File: config.mk
export PLATFORM = sky130hd
export DESIGN_NAME = mvm_job_sched_flat
export DESIGN_NICKNAME = d
export VERILOG_FILES = /design/src/rtl/mvm_job_sched_if.sv /design/src/rtl/mvm_job_sched.sv /design/src/flat_wrapper.sv
export SDC_FILE = /design/constraint.sdc
export NUM_CORES = 1
export LEC_CHECK = 0
export ABC_AREA = 0
export CORE_MARGIN = 5
export CORE_UTILIZATION = 39
export CTS_BUF_LIST = sky130_fd_sc_hd__clkbuf_8
export CTS_CLUSTER_SIZE = 20
export DETAILED_ROUTE_END_ITERATION = 6
export PLACE_DENSITY = 0.65
export RECOVER_POWER = 25
export REMOVE_ABC_BUFFERS = 1
export SETUP_SLACK_MARGIN = 0.02
export SLEW_MARGIN = 5
export SYNTH_ARGS = -nofsm -noshare
export SYNTH_HDL_FRONTEND = slang
export SYNTH_SLANG_ARGS = --single-unit
File: constraint.sdc
create_clock -name clk -period 7.3 [get_ports clk]
set_clock_uncertainty 0.05 [all_clocks]
set_input_delay 1.095 -clock clk [delete_from_list [all_inputs] [get_ports clk]]
set_output_delay 1.095 -clock clk [all_outputs]
set_load 0.01 [all_outputs]
File: src/rtl/mvm_job_sched_if.sv
// Job descriptor port of the MVM scheduler: host-side valid/ready handshake
// carrying the descriptor fields, plus the tag assigned on acceptance.
interface mvm_job_sched_if #(
    parameter int unsigned VEC_ADDRW = 8,
    parameter int unsigned MAT_ADDRW = 9,
    parameter int unsigned TAGW      = 4
);
    logic                 job_valid;
    logic                 job_ready;
    logic [VEC_ADDRW-1:0] job_vec_addr;
    logic [VEC_ADDRW:0]   job_vec_words;
    logic [MAT_ADDRW-1:0] job_mat_addr;
    logic [MAT_ADDRW:0]   job_mat_rows;
    logic [TAGW-1:0]      job_tag;

    modport master (
        output job_valid, job_vec_addr, job_vec_words, job_mat_addr, job_mat_rows,
        input  job_ready, job_tag
    );

    modport slave (
        input  job_valid, job_vec_addr, job_vec_words, job_mat_addr, job_mat_rows,
        output job_ready, job_tag
    );
endinterface

File: src/rtl/mvm_job_sched.sv
// Job scheduler: descriptor FIFO plus launch/run/drain FSM in front of the MVM engine.
// Optional per-state watchdog enabled by defining MVM_SCHED_WDOG_EN.
module mvm_job_sched #(
    parameter int unsigned VEC_ADDRW   = 8,
    parameter int unsigned MAT_ADDRW   = 9,
    parameter int unsigned QDEPTH      = 4,
    parameter int unsigned TAGW        = 4,
    parameter int unsigned TIMEOUT_CYC = 1024
) (
    input  logic                     clk,
    input  logic                     rst,
    mvm_job_sched_if.slave           job,
    output logic                     o_start,
    output logic [VEC_ADDRW-1:0]     o_vec_addr,
    output logic [VEC_ADDRW:0]       o_vec_words,
    output logic [MAT_ADDRW-1:0]     o_mat_addr,
    output logic [MAT_ADDRW:0]       o_mat_rows,
    input  logic                     i_mvm_busy,
    input  logic                     i_mvm_valid,
    output logic                     o_done,
    output logic [TAGW-1:0]          o_done_tag,
    output logic                     o_err,
    output logic                     o_idle,
    output logic [$clog2(QDEPTH):0]  o_pending
);
    localparam int unsigned PW = $clog2(QDEPTH);
    localparam int unsigned CW = PW + 1;
    localparam int unsigned BW = MAT_ADDRW + 1;
    localparam logic [CW-1:0] FULL_CNT = CW'(QDEPTH);

    typedef enum logic [2:0] {
        S_IDLE,
        S_LAUNCH,
        S_WAIT_BUSY,
        S_RUN,
        S_DRAIN,
        S_DONE
    } state_t;

    typedef struct packed {
        logic [TAGW-1:0]      tag;
        logic [VEC_ADDRW-1:0] vec_addr;
        logic [VEC_ADDRW:0]   vec_words;
        logic [MAT_ADDRW-1:0] mat_addr;
        logic [MAT_ADDRW:0]   mat_rows;
    } desc_t;

    desc_t          mem_q [QDEPTH];
    desc_t          din;
    desc_t          head;
    desc_t          cfg_q, cfg_d;
    state_t         state_q, state_d;
    logic [CW-1:0]  wr_ptr_q, wr_ptr_d;
    logic [CW-1:0]  rd_ptr_q, rd_ptr_d;
    logic [CW-1:0]  count;
    logic [TAGW-1:0] tag_q, tag_d;
    logic [BW-1:0]  beat_q, beat_d;
    logic           start_q, start_d;
    logic           done_q, done_d;
    logic           err_q, err_d;
    logic           full, empty, accept, reject, push, in_job;

`ifdef MVM_SCHED_WDOG_EN
    localparam int unsigned WDW = $clog2(TIMEOUT_CYC + 1);
    logic [WDW-1:0] wdog_q, wdog_d;
`endif

    always_comb begin
        count  = wr_ptr_q - rd_ptr_q;
        full   = (count == FULL_CNT);
        empty  = (count == '0);
        accept = job.job_valid && !full;
        reject = accept && ((job.job_vec_words == '0) || (job.job_mat_rows == '0));
        push   = accept && !reject;
        din    = '{tag:       tag_q,
                   vec_addr:  job.job_vec_addr,
                   vec_words: job.job_vec_words,
                   mat_addr:  job.job_mat_addr,
                   mat_rows:  job.job_mat_rows};
        head   = mem_q[rd_ptr_q[PW-1:0]];
        in_job = (state_q == S_WAIT_BUSY) || (state_q == S_RUN) || (state_q == S_DRAIN);
    end

    always_comb begin
        job.job_ready = !full;
        job.job_tag   = tag_q;
        o_start       = start_q;
        o_vec_addr    = cfg_q.vec_addr;
        o_vec_words   = cfg_q.vec_words;
        o_mat_addr    = cfg_q.mat_addr;
        o_mat_rows    = cfg_q.mat_rows;
        o_done        = done_q;
        o_done_tag    = cfg_q.tag;
        o_err         = err_q;
        o_idle        = (state_q == S_IDLE) && empty;
        o_pending     = count;
    end

    always_comb begin
        state_d  = state_q;
        wr_ptr_d = wr_ptr_q + CW'(push);
        rd_ptr_d = rd_ptr_q;
        tag_d    = tag_q + TAGW'(accept);
        cfg_d    = cfg_q;
        beat_d   = beat_q;
        err_d    = reject;

        // Beats are judged against the registered state, so a beat landing on a transition still counts.
        if (i_mvm_valid) begin
            if (in_job && (beat_q != cfg_q.mat_rows)) begin
                if (beat_q != '1) begin
                    beat_d = beat_q + BW'(1);
                end
            end else begin
                err_d = 1'b1;
            end
        end

        unique case (state_q)
            S_IDLE: begin
                // Config is captured on entry to LAUNCH so it is already valid alongside o_start.
                if (!empty) begin
                    state_d = S_LAUNCH;
                    cfg_d   = head;
                end
            end
            S_LAUNCH: begin
                rd_ptr_d = rd_ptr_q + CW'(1);
                beat_d   = '0;
                state_d  = S_WAIT_BUSY;
            end
            S_WAIT_BUSY: if (i_mvm_busy) state_d = S_RUN;
            S_RUN:       if (!i_mvm_busy) state_d = S_DRAIN;
            S_DRAIN:     if (beat_q == cfg_q.mat_rows) state_d = S_DONE;
            S_DONE:      state_d = S_IDLE;
            default:     state_d = S_IDLE;
        endcase

`ifdef MVM_SCHED_WDOG_EN
        wdog_d = '0;
        if (in_job && (state_d == state_q)) begin
            if (wdog_q == WDW'(TIMEOUT_CYC - 1)) begin
                state_d = S_DONE;
                err_d   = 1'b1;
            end else begin
                wdog_d = wdog_q + WDW'(1);
            end
        end
`endif

        start_d = (state_d == S_LAUNCH);
        done_d  = (state_d == S_DONE);
    end

    always_ff @(posedge clk) begin
        if (push) begin
            mem_q[wr_ptr_q[PW-1:0]] <= din;
        end
    end

    always_ff @(posedge clk or posedge rst) begin
        if (rst) begin
            state_q  <= S_IDLE;
            wr_ptr_q <= '0;
            rd_ptr_q <= '0;
            tag_q    <= '0;
            cfg_q    <= '0;
            beat_q   <= '0;
            start_q  <= 1'b0;
            done_q   <= 1'b0;
            err_q    <= 1'b0;
`ifdef MVM_SCHED_WDOG_EN
            wdog_q   <= '0;
`endif
        end else begin
            state_q  <= state_d;
            wr_ptr_q <= wr_ptr_d;
            rd_ptr_q <= rd_ptr_d;
            tag_q    <= tag_d;
            cfg_q    <= cfg_d;
            beat_q   <= beat_d;
            start_q  <= start_d;
            done_q   <= done_d;
            err_q    <= err_d;
`ifdef MVM_SCHED_WDOG_EN
            wdog_q   <= wdog_d;
`endif
        end
    end
endmodule

File: src/flat_wrapper.sv
// flat-port wrapper written by rule: the top's interface ports become plain ports
module mvm_job_sched_flat 
#(
    parameter int unsigned VEC_ADDRW   = 8,
    parameter int unsigned MAT_ADDRW   = 9,
    parameter int unsigned QDEPTH      = 4,
    parameter int unsigned TAGW        = 4,
    parameter int unsigned TIMEOUT_CYC = 1024
)
  (clk, rst, o_start, o_vec_addr, o_vec_words, o_mat_addr, o_mat_rows, i_mvm_busy, i_mvm_valid, o_done, o_done_tag, o_err, o_idle, o_pending, job_job_valid, job_job_vec_addr, job_job_vec_words, job_job_mat_addr, job_job_mat_rows, job_job_ready, job_job_tag);
  mvm_job_sched_if #(.VEC_ADDRW(VEC_ADDRW), .MAT_ADDRW(MAT_ADDRW), .TAGW(TAGW)) job_i ();
  input  logic clk;
  input  logic rst;
  output logic o_start;
  output logic [VEC_ADDRW-1:0] o_vec_addr;
  output logic [VEC_ADDRW:0] o_vec_words;
  output logic [MAT_ADDRW-1:0] o_mat_addr;
  output logic [MAT_ADDRW:0] o_mat_rows;
  input  logic i_mvm_busy;
  input  logic i_mvm_valid;
  output logic o_done;
  output logic [TAGW-1:0] o_done_tag;
  output logic o_err;
  output logic o_idle;
  output logic [$clog2(QDEPTH):0] o_pending;
  input wire logic [$bits(job_i.job_valid)-1:0] job_job_valid;
  input wire logic [$bits(job_i.job_vec_addr)-1:0] job_job_vec_addr;
  input wire logic [$bits(job_i.job_vec_words)-1:0] job_job_vec_words;
  input wire logic [$bits(job_i.job_mat_addr)-1:0] job_job_mat_addr;
  input wire logic [$bits(job_i.job_mat_rows)-1:0] job_job_mat_rows;
  output wire logic [$bits(job_i.job_ready)-1:0] job_job_ready;
  output wire logic [$bits(job_i.job_tag)-1:0] job_job_tag;
  assign job_i.job_valid = job_job_valid;
  assign job_i.job_vec_addr = job_job_vec_addr;
  assign job_i.job_vec_words = job_job_vec_words;
  assign job_i.job_mat_addr = job_job_mat_addr;
  assign job_i.job_mat_rows = job_job_mat_rows;
  assign job_job_ready = job_i.job_ready;
  assign job_job_tag = job_i.job_tag;
  mvm_job_sched #(.VEC_ADDRW(VEC_ADDRW), .MAT_ADDRW(MAT_ADDRW), .QDEPTH(QDEPTH), .TAGW(TAGW), .TIMEOUT_CYC(TIMEOUT_CYC)) u_core (.clk(clk), .rst(rst), .job(job_i), .o_start(o_start), .o_vec_addr(o_vec_addr), .o_vec_words(o_vec_words), .o_mat_addr(o_mat_addr), .o_mat_rows(o_mat_rows), .i_mvm_busy(i_mvm_busy), .i_mvm_valid(i_mvm_valid), .o_done(o_done), .o_done_tag(o_done_tag), .o_err(o_err), .o_idle(o_idle), .o_pending(o_pending));
endmodule
**Clock wires, drivers and flops**

Bar = 50 µm.
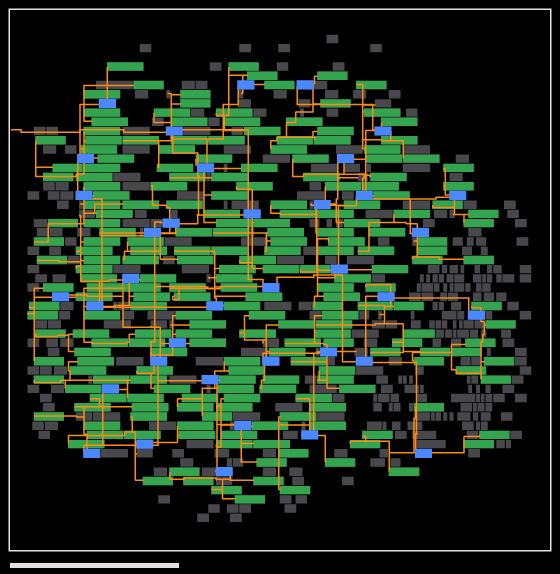
legend:
  green:
    item: flip-flops
    count: 226
  orange:
    item: clock wires
    length: 2750 µm
  blue:
    item: cells driving clock nets
    count: 37
routed clock nets: 38
Clock net power: 1.07 mW
Clk pwr share: 22.9%

**Gate families picked out**

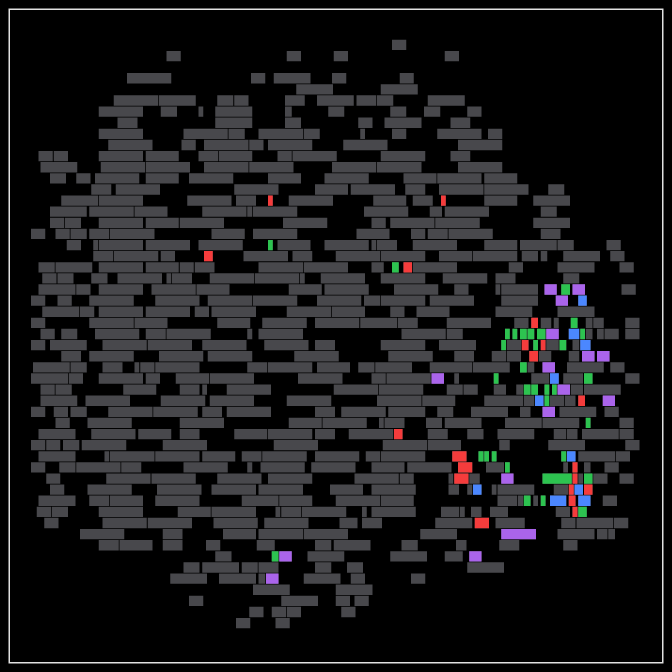
legend:
  purple:
    family: XOR/XNOR gates
    cells: 16
  green:
    family: NAND gates
    cells: 33
    where: east
  red:
    family: NOR gates
    cells: 20
  blue:
    family: AND and OR gates
    cells: 10
Comb/total area: 20.1%
fin cells: 875
top logic cell by instance count in the layout: edfxtp_1

**Track usage over the die**

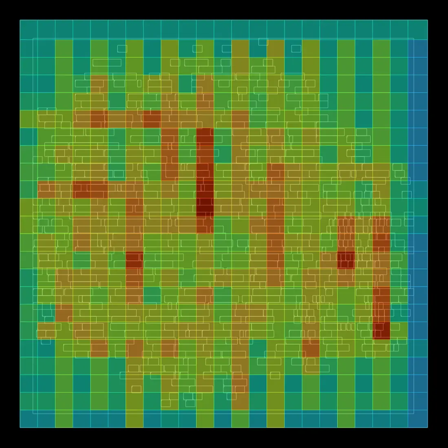
GR Util All Layers: 13.3%
mean routed wirelength per cell: 19.6 µm
met1 Use GR: 17.6%

**Placement by cell class**

Bar = 50 µm.
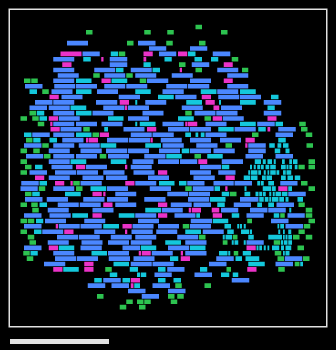
legend:
  magenta:
    class: clock drivers and dummy loads
    cells: 68
  green:
    class: other buffers and delay cells
    cells: 99
  cyan:
    class: all other logic
    cells: 201
  blue:
    class: flip-flops
    cells: 226
Final Instance Area: 10700 µm²
post-layout util: 49.0%

[critical path, stage by stage (launching register included)]
cell	delay, ns
dfrtp_4	0.79
ha_1	0.36
fa_1	0.39
xor3_1	0.42
or3_4	0.37
nor4_1	0.18
clkdlybuf4s50_1	0.58
[cell usage after synthesis, types with 4 or more instances]
cell / n / area (µm²)
edfxtp_1: 160 / 4800
xnor2_1: 13 / 114
o31ai_1: 5 / 37.5
nor2_1: 7 / 26.3
ha_1: 7 / 87.6
nor4_1: 5 / 31.3
inv_1: 9 / 33.8
mux2_2: 40 / 450
mux4_2: 40 / 901
nor3_1: 8 / 40.0
mux2i_1: 5 / 50.1
dfrtp_1: 66 / 1650
clkbuf_1: 8 / 30.0
nand3_1: 10 / 50.1
a21oi_1: 4 / 20.0
nand2_1: 17 / 63.8
[layer usage]
metal	routed length (µm)	vias to the layer above
met3	1140	42
met1	7390	2306
met4	328	8
met5	46	-
li1	-	2005
met2	8220	142
[cell families after synthesis]
family | share of synthesized area [%]
flops | 74.1
simple gates | 3.85
buf+inv | 1.48
mux | 16.1
fa+ha+maj | 1.23
compound gates | 1.52
xor+xnor | 1.78
[state kept, by name, summed over array words and instances, names as in the netlist]
signal	count
u_core.o_done_tag	4
u_core.o_vec_words	9
u_core.o_err	1
u_core.rd_ptr_q	3
u_core.o_mat_addr	9
u_core.job.job_tag	4
u_core.beat_q	10
u_core.mem_q	160
u_core.o_mat_rows	10
u_core.o_vec_addr	8
u_core.o_done	1
u_core.o_start	1
u_core.state_q	3
u_core.wr_ptr_q	3
[layout make-up]
class	count	share of cell area [%]
Clock inverter	23	1.20
Clock buffer	45	5.77
Tap cell	280	3.27
Antenna cell	1	0.0233
Sequential cell	226	60.2
Multi-Input combinational cell	191	20.1
Timing Repair Buffer	99	9.08
Inverter	10	0.362
==> impl_metrics.csv <==
group,metric,value,unit
clock_tree,cts_hold_buffers,0,
setup_path,startpoint,"u_core.rd_ptr_q[0]",
logic_synthesis,synth-edff-count,160,
logic_synthesis,yosys_area,8720,µm²
drt,drt-vias-per-instance,5.15,
logic_synthesis,ys_async_sr_fraction,29.2,%
logic_synthesis,avgSynthCellArea,19.6,µm²
drt,num_vias,4503,
logic_synthesis,netlist_instances,444,
setup_path,r2r_cells,8,
grt,grt_use_met2,21.3,%
clock_tree,cts.sinks,226,
timing,tns,0,ns
drt,drtPass1Iterations,4,
placed_design,routabilityCongestion,0.824,
setup_path,worstSetupEndpoint,"o_idle",
logic_synthesis,postSynthSeqShare,74.1,%
logic_synthesis,synth.distinct_cells,42,
pwr,swShare,30.2,%
pwr,p_leak,3.85,nW
logic_synthesis,numSynthFlops,226,
drt,wirelength,17.1,mm
clock_tree,cts_made_buffers,37,
grt,antenna_found_initial,4,
die,initial_core_util,39.8,%
placed_design,port_buffers,92,
placed_design,dpl-instance-area,9980,µm²
setup_path,crit_required,6.15,ns
clock_tree,cts-root-buf,"clkbuf_8",
timing,worst_pin_slew,0.890,ns
outcome,status,"completed",
placed_design,place_hpwl,10.5,mm
pwr,fin_total_pwr,4.69,mW
timing,hold_viol,0,
timing,setup_slack,2.53,ns
timing,rsz0062_at_grt,"false",
pwr,pg_comb,1.54,mW
placed_design,place_ws,3.05,ns
setup_path,r2r_end,"u_core.mem_q[1][22]",
layout,fin_nets,614,
pwr,power_density,438,nW/µm²
placed_design,dpl.cell_count,806,
pwr,irDropWorstVdd,0.219,mV
die,die_w,160,µm
clock_tree,clk_pin_slew,0.07,ns
timing,slew_violations,0,
clock_tree,clock_latency,0.53,ns
layout,seqCellArea,6460,µm²
setup_path,path_class,"reg -> out",
drt,drc,0,
run,warning_count,25,
die,chipArea,25400,µm²
die,io_pins,93,
clock_tree,post_cts_buffers,0,
layout,area_growth,23.1,%
clock_tree,clk_path_buf_depth,3,
drt,ant_nets,0,
pwr,p_seq,2.08,mW
layout,final_cell_mix,"edfxtp_1, clkdlybuf4s50_1, dfrtp_1, clkbuf_8",
hold_path,worstHoldPathCells,1,
timing,timing.slew.headroom,40.1,%
pwr,comb_power_share,32.9,%
drt,drt_iter0_markers,230,
clock_tree,htree_levels,2,
grt,grt-busiest-layer,"met2",
setup_path,regToRegSetupSlack,3.62,ns
setup_path,startpoint_type,"flip-flop",
grt,grt_pass1_vias,4865,
logic_synthesis,synth_warnings,0,
pwr,p_seq_share,44.2,%
logic_synthesis,syn_area,8720,µm²
hold_path,min_from,"u_core.wr_ptr_q[2]",
layout,final_layout_size_suffix_gt1_share,25.1,%
setup_path,worstPathArrival,3.62,ns
layout,combGateArea,2150,µm²
run,cap_violations,0,
logic_synthesis,ys_cells,444,
pwr,maxPowerGroup,"registers",
pwr,p_int,3.28,mW
setup_path,crit_path_max_fanout,43,
hold_path,hold_path.class,"reg -> reg",
timing,fmax,0.210,GHz
timing,holdWs,0.431,ns
timing,setup_viol,0,
die,core_area,21900,µm²
die,fp.dieH,160,µm
die,rows,54,
logic_synthesis,ff_type,"edfxtp_1",
clock_tree,cts_resized,0,
hold_path,min_to,"u_core.wr_ptr_q[2]",
pwr,power_switching,1.42,mW
setup_path,critPathCaptureType,"output port",
grt,grt_overflow,0,
grt,use_met3,3.88,%
timing,min_period,4.77,ns
setup_path,crit-reg2reg-launch,"u_core.rd_ptr_q[0]",
timing,period_used_share,65.3,%
clock_tree,cts_tree,"done",
layout,n_fill_cell,1804,
grt,grt_pass1_wl,26.9,mm
grt,grt_max_degree,67,
Power and IR drop assume default switching activity.
